===== src/rtl/sprite_motion_ctrl.sv =====
// Sprite motion controller: once per video frame, reads the WASD keycode, moves the sprite
// within screen bounds and picks the sprite-sheet frame as {facing row, animation column}.
module sprite_motion_ctrl #(
   parameter int unsigned X_MIN    = 0,
   parameter int unsigned X_MAX    = 640,
   parameter int unsigned Y_MIN    = 0,
   parameter int unsigned Y_MAX    = 480,
   parameter int unsigned SPR_W    = 32,
   parameter int unsigned SPR_H    = 52,
   parameter int unsigned STEP     = 2,
   parameter int unsigned ANIM_DIV = 8,
   parameter int unsigned X_START  = 304,
   parameter int unsigned Y_START  = 214
) (
   input  logic       Clk,
   input  logic       Reset_n,
   input  logic       frame_clk,
   input  logic [7:0] keycode,
   output logic [9:0] shape_x,
   output logic [9:0] shape_y,
   output logic [3:0] sel,
   output logic       walking
);

   localparam logic [10:0] L_STEP   = 11'(STEP);
   localparam logic [10:0] L_X_LO   = 11'(X_MIN);
   localparam logic [10:0] L_X_LIM  = 11'(X_MIN + STEP);
   localparam logic [10:0] L_X_HI   = 11'(X_MAX - SPR_W);
   localparam logic [10:0] L_Y_LO   = 11'(Y_MIN);
   localparam logic [10:0] L_Y_LIM  = 11'(Y_MIN + STEP);
   localparam logic [10:0] L_Y_HI   = 11'(Y_MAX - SPR_H);
   localparam logic [7:0]  L_A_LAST = 8'(ANIM_DIV - 1);

   typedef enum logic {StIdle, StWalk} state_t;

   state_t      r_state, w_state_nxt;
   logic        r_sync1, r_sync2, r_prev;
   logic [9:0]  r_x, r_y, w_x_nxt, w_y_nxt;
   logic [1:0]  r_row, r_col, w_row_nxt, w_col_nxt;
   logic [7:0]  r_anim, w_anim_nxt;
   logic        r_walking;
   logic        w_tick;
   logic        w_dir_vld;
   logic [1:0]  w_dir;
   logic [10:0] w_x11, w_y11;
   logic [10:0] w_x_left, w_x_right, w_y_up, w_y_down;
   logic [9:0]  w_mx, w_my;

   assign w_tick = r_sync2 & ~r_prev;

   // Row encoding matches the sprite sheet: 0 down, 1 left, 2 right, 3 up.
   always_comb begin
      w_dir_vld = 1'b1;
      w_dir     = 2'd0;
      case (keycode)
         8'h16:   w_dir = 2'd0;
         8'h04:   w_dir = 2'd1;
         8'h07:   w_dir = 2'd2;
         8'h1A:   w_dir = 2'd3;
         default: w_dir_vld = 1'b0;
      endcase
   end

   // 11-bit intermediates keep the clamp compares free of wrap-around.
   assign w_x11     = {1'b0, r_x};
   assign w_y11     = {1'b0, r_y};
   assign w_x_left  = (w_x11 < L_X_LIM) ? L_X_LO : w_x11 - L_STEP;
   assign w_x_right = (w_x11 + L_STEP > L_X_HI) ? L_X_HI : w_x11 + L_STEP;
   assign w_y_up    = (w_y11 < L_Y_LIM) ? L_Y_LO : w_y11 - L_STEP;
   assign w_y_down  = (w_y11 + L_STEP > L_Y_HI) ? L_Y_HI : w_y11 + L_STEP;

   always_comb begin
      w_mx = r_x;
      w_my = r_y;
      case (w_dir)
         2'd0: w_my = w_y_down[9:0];
         2'd1: w_mx = w_x_left[9:0];
         2'd2: w_mx = w_x_right[9:0];
         2'd3: w_my = w_y_up[9:0];
      endcase
   end

   always_comb begin
      w_state_nxt = r_state;
      w_x_nxt     = r_x;
      w_y_nxt     = r_y;
      w_row_nxt   = r_row;
      w_col_nxt   = r_col;
      w_anim_nxt  = r_anim;
      if (w_tick) begin
         case (r_state)
            StIdle: begin
               if (w_dir_vld) begin
                  w_state_nxt = StWalk;
                  w_row_nxt   = w_dir;
                  w_col_nxt   = 2'd0;
                  w_anim_nxt  = 8'd0;
                  w_x_nxt     = w_mx;
                  w_y_nxt     = w_my;
               end
            end
            StWalk: begin
               if (!w_dir_vld) begin
                  w_state_nxt = StIdle;
                  w_col_nxt   = 2'd0;
                  w_anim_nxt  = 8'd0;
               end else if (w_dir == r_row) begin
                  w_x_nxt = w_mx;
                  w_y_nxt = w_my;
                  if (r_anim == L_A_LAST) begin
                     w_col_nxt  = r_col + 2'd1;
                     w_anim_nxt = 8'd0;
                  end else begin
                     w_anim_nxt = r_anim + 8'd1;
                  end
               end else begin
                  w_row_nxt  = w_dir;
                  w_col_nxt  = 2'd0;
                  w_anim_nxt = 8'd0;
                  w_x_nxt    = w_mx;
                  w_y_nxt    = w_my;
               end
            end
            default: w_state_nxt = StIdle;
         endcase
      end
   end

   always_ff @(posedge Clk or negedge Reset_n) begin
      if (!Reset_n) begin
         r_sync1   <= 1'b0;
         r_sync2   <= 1'b0;
         r_prev    <= 1'b0;
         r_state   <= StIdle;
         r_x       <= 10'(X_START);
         r_y       <= 10'(Y_START);
         r_row     <= 2'd0;
         r_col     <= 2'd0;
         r_anim    <= 8'd0;
         r_walking <= 1'b0;
      end else begin
         r_sync1   <= frame_clk;
         r_sync2   <= r_sync1;
         r_prev    <= r_sync2;
         r_state   <= w_state_nxt;
         r_x       <= w_x_nxt;
         r_y       <= w_y_nxt;
         r_row     <= w_row_nxt;
         r_col     <= w_col_nxt;
         r_anim    <= w_anim_nxt;
         r_walking <= (w_state_nxt == StWalk);
      end
   end

   assign shape_x = r_x;
   assign shape_y = r_y;
   assign sel     = {r_row, r_col};
   assign walking = r_walking;

endmodule


===== config.mk =====
export PLATFORM = sky130hd
export DESIGN_NAME = sprite_motion_ctrl
export DESIGN_NICKNAME = d
export VERILOG_FILES = /design/src/rtl/sprite_motion_ctrl.sv
export SDC_FILE = /design/constraint.sdc
export NUM_CORES = 1
export LEC_CHECK = 0
export ABC_AREA = 0
export CAP_MARGIN = 20
export CORE_MARGIN = 2
export CORE_UTILIZATION = 45
export DETAILED_ROUTE_END_ITERATION = 16
export MAX_ROUTING_LAYER = met4
export PLACE_DENSITY = 0.72
export REMOVE_ABC_BUFFERS = 1
export SYNTH_ARGS = -nofsm -noshare
export SYNTH_HDL_FRONTEND = slang
export SYNTH_SLANG_ARGS = --single-unit

===== constraint.sdc =====
create_clock -name Clk -period 2.1 [get_ports Clk]
set_clock_uncertainty 0.1 [all_clocks]
set_input_delay 0.42 -clock Clk [delete_from_list [all_inputs] [get_ports Clk]]
set_output_delay 0.42 -clock Clk [all_outputs]
set_load 0.01 [all_outputs]

cell_classes.png
(4 px per um) Fill, decap, tap and diode cells in grey.
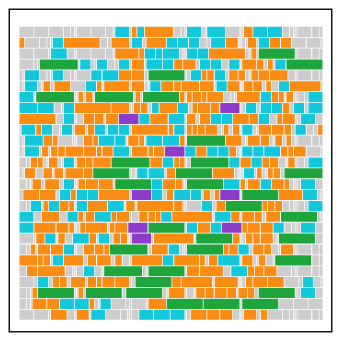
| colour | class | cells | share of their area |
|---|---|---|---|
| orange | all other logic | 270 | 50% |
| green | flip-flops | 34 | 20% |
| purple | clock drivers and dummy loads | 8 | 2.6% |
| cyan | other buffers and delay cells | 138 | 28% |
flop share of the area: 19.6%
Non-Filler Cell Area, Final: 0.00439 mm2
final core area utilization: 78.8%
CORE AREA: 0.00557 mm2

zoom.png
Window x 28 to 53, y 28 to 53 um. Cells in grey, sequential cells in the stronger grey; small squares are vias.
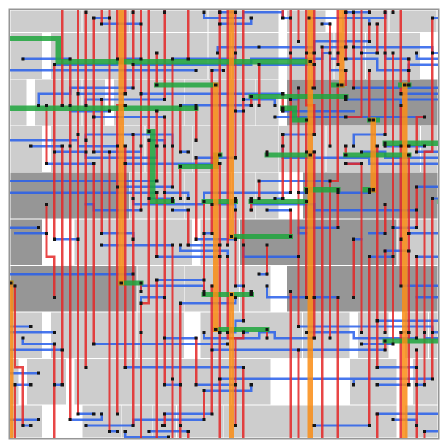
| colour | layer |
|---|---|
| blue | met1 |
| red | met2 |
| orange | met4 |
| green | met3 |
cells with their middle in the window: 54
netlist names of flops here include: `shape_x` (3)
sequential cells in the window: 6
most frequent: buf_4 (11), nor2_1 (4), buf_6 (4)

clock_map.png
(8 px per um)
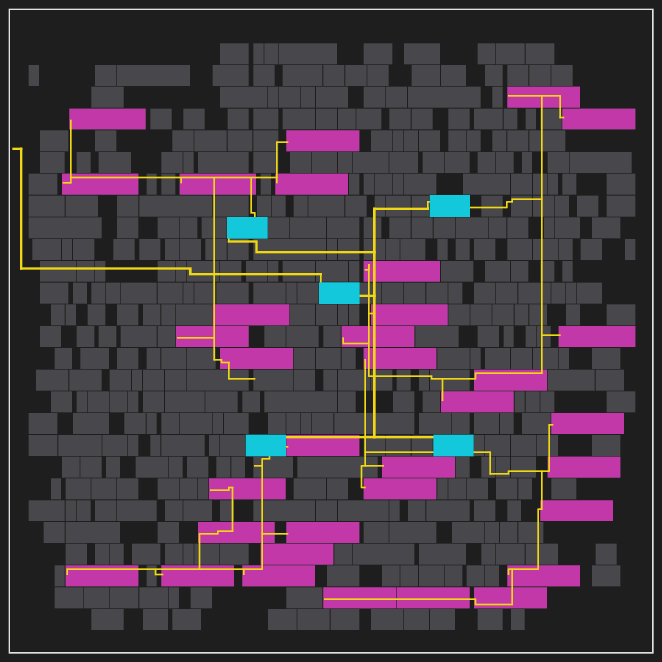
[cyan] cells driving clock nets | count: 5
[yellow] clock wires | length: 491 um
[magenta] flip-flops | count: 34
routed clock nets: 6
Clock Power Share: 36.6%
Clk. pwr: 585 uW

==> results.sh <==
# implementation run metrics
export IMPL_grt_max_degree=35
export IMPL_wl_per_cell_um=17.8
export IMPL_crit_chain="buf_6 -> or4b_4 -> a211oi_4 -> inv_2 -> ha_4 -> nand3b_1 -> buf_6 -> buf_4 -> a211oi_2 -> a21oi_2"
export IMPL_rsz0062_at_grt="true"
export IMPL_critPathCaptureType="flip-flop"
export IMPL_drc_errors=0
export IMPL_syn_avg_cell_area_um2=8.10
export IMPL_reg2reg_depth=8
export IMPL_clk_latency_ns=0.29
export IMPL_yosysSeqAreaShare_pct=32.9
export IMPL_dp_slack_ns=-1.02
export IMPL_cts_path_max_buffers=2
export IMPL_fin_nets=467
export IMPL_finalSetupViolCount=26
export IMPL_grt_overflow_total=0
export IMPL_drt_wl_total_um=9320
export IMPL_ys_types=68
export IMPL_log_warning_count=30
export IMPL_fin_ws_ns=-0.372
export IMPL_status="complete, but fails checks"
export IMPL_synth_warning_count=0
export IMPL_dp_cells=490
export IMPL_dp_hpwl_um=5500
export IMPL_cts_root_buf="clkbuf_8"
export IMPL_reg2reg_to="shape_y[7]$_DFFE_PN1P_"
export IMPL_via_per_inst=6.04
export IMPL_place_congestion=0.948
export IMPL_peakVddDrop_uv=243
export IMPL_finalCriticalPeriod_ns=2.47
export IMPL_yosys_area_share_adder_pct=3.35
export IMPL_top_cells_by_area="dfrtp_1, dfstp_2, o21ai_0, a21oi_1, nor2_1"
export IMPL_violations="setup timing"
==> how the worst max path moves through the flow <==
stage                                   endpoint  slack [ns]        from  depth (start not counted)
after global routing       r_anim[6]$_DFFE_PN0P_       -0.39  keycode[1]                          9
final                     shape_x[2]$_DFFE_PN0P_       -0.37  keycode[1]                         10
after detailed placement   r_anim[6]$_DFFE_PN0P_       -1.02  keycode[3]                          9
after global placement     r_anim[6]$_DFFE_PN0P_       -0.97  keycode[1]                          9
after CTS                  r_anim[6]$_DFFE_PN0P_       -0.29  keycode[1]                          9
after floorplan           shape_x[5]$_DFFE_PN1P_       -0.66  keycode[1]                          8
==> critical path, delay by kind of cell <==
family          cells  cell delay [ns]
fa+ha+maj           1             0.23
compound gates      3             0.52
buf+inv             4             0.54
simple gates        2             0.83
==> cell usage after synthesis (all sizes together), types with 3 or more instances <==
| library cell | n |
|---|---|
| nor4 | 5 |
| o21ai | 34 |
| nand3b | 3 |
| nand4 | 7 |
| clkbuf | 14 |
| nor3 | 19 |
| o31ai | 3 |
| and3 | 8 |
| or3 | 5 |
| dfstp | 8 |
| dfrtp | 26 |
| xnor2 | 5 |
| inv | 18 |
| a211oi | 4 |
| nand3 | 10 |
| a31oi | 6 |
| nor2 | 30 |
| nand2b | 6 |
| a21oi | 24 |
| nand4b | 4 |
| o22ai | 4 |
| ha | 7 |
| o221ai | 3 |
| nor3b | 3 |
| nand2 | 17 |
| buf | 6 |
==> cells in the final DEF, fill, tap and decap left out, types with 11 or more instances in the layout <==
cell             Yosys  final
buf_4                2     85
dfrtp_1             26     25
nor2_1              30     24
clkdlybuf4s50_1      0     22
buf_6                0     20
inv_1               18     16
a21oi_1             23     16
o21ai_2              1     15
nand2_1             17     14
nor3_1              18     11
o21ai_1              8     11
==> through the flow <==
step | hold slack [ns] | instance area [um2]
floorplan | 0.0244 | 2540
detailed placement | 0.244 | 3560
CTS | 0.259 | 4070
finish | 0.257 | 4390
global placement | 0.244 | 3560
global route | 0.267 | 4390
==> report_power, final <==
| part | internal (uW) | switching [uW] | total [uW] |
|---|---|---|---|
| clock network | 331 | 254 | 585 |
| registers | 680 | 25.3 | 705 |
| logic | 155 | 154 | 309 |
==> area by class of cell <==
cell class              instances  area [um2]  area share, %
flip-flops and latches         34         862           19.6
clock buffers                   8         110           2.51
inverters                      18        67.6           1.54
well taps                      72        90.1           2.05
repair buffers                138        1190           27.1
multi-input cells             252        2070           47.2
==> sequential cells by signal, indices dropped and copies added, names as in the netlist <==
signal   count
r_sync2      1
r_col        2
r_row        2
r_prev       1
shape_y      9
r_anim       8
walking      1
shape_x      9
r_sync1      1
==> routing by layer <==
layer  global-route usage [%]  part of all wire (%)  wire length, um
met3                     5.28                   4.6              429
met2                     51.2                    54             5060
met5                        -                     0                0
met4                     11.2                   2.5              229
met1                     33.6                    39             3590
==> what timing repair did <==
item / in CTS / in global routing
buffers inserted: 17 / 10
setup endpoints to repair: 31 / 32
pin swaps: 39 / 30
cloned: 1 / 0
resized: 103 / 59
Power figures rest on the tool's default switching activity, not on a simulated workload.
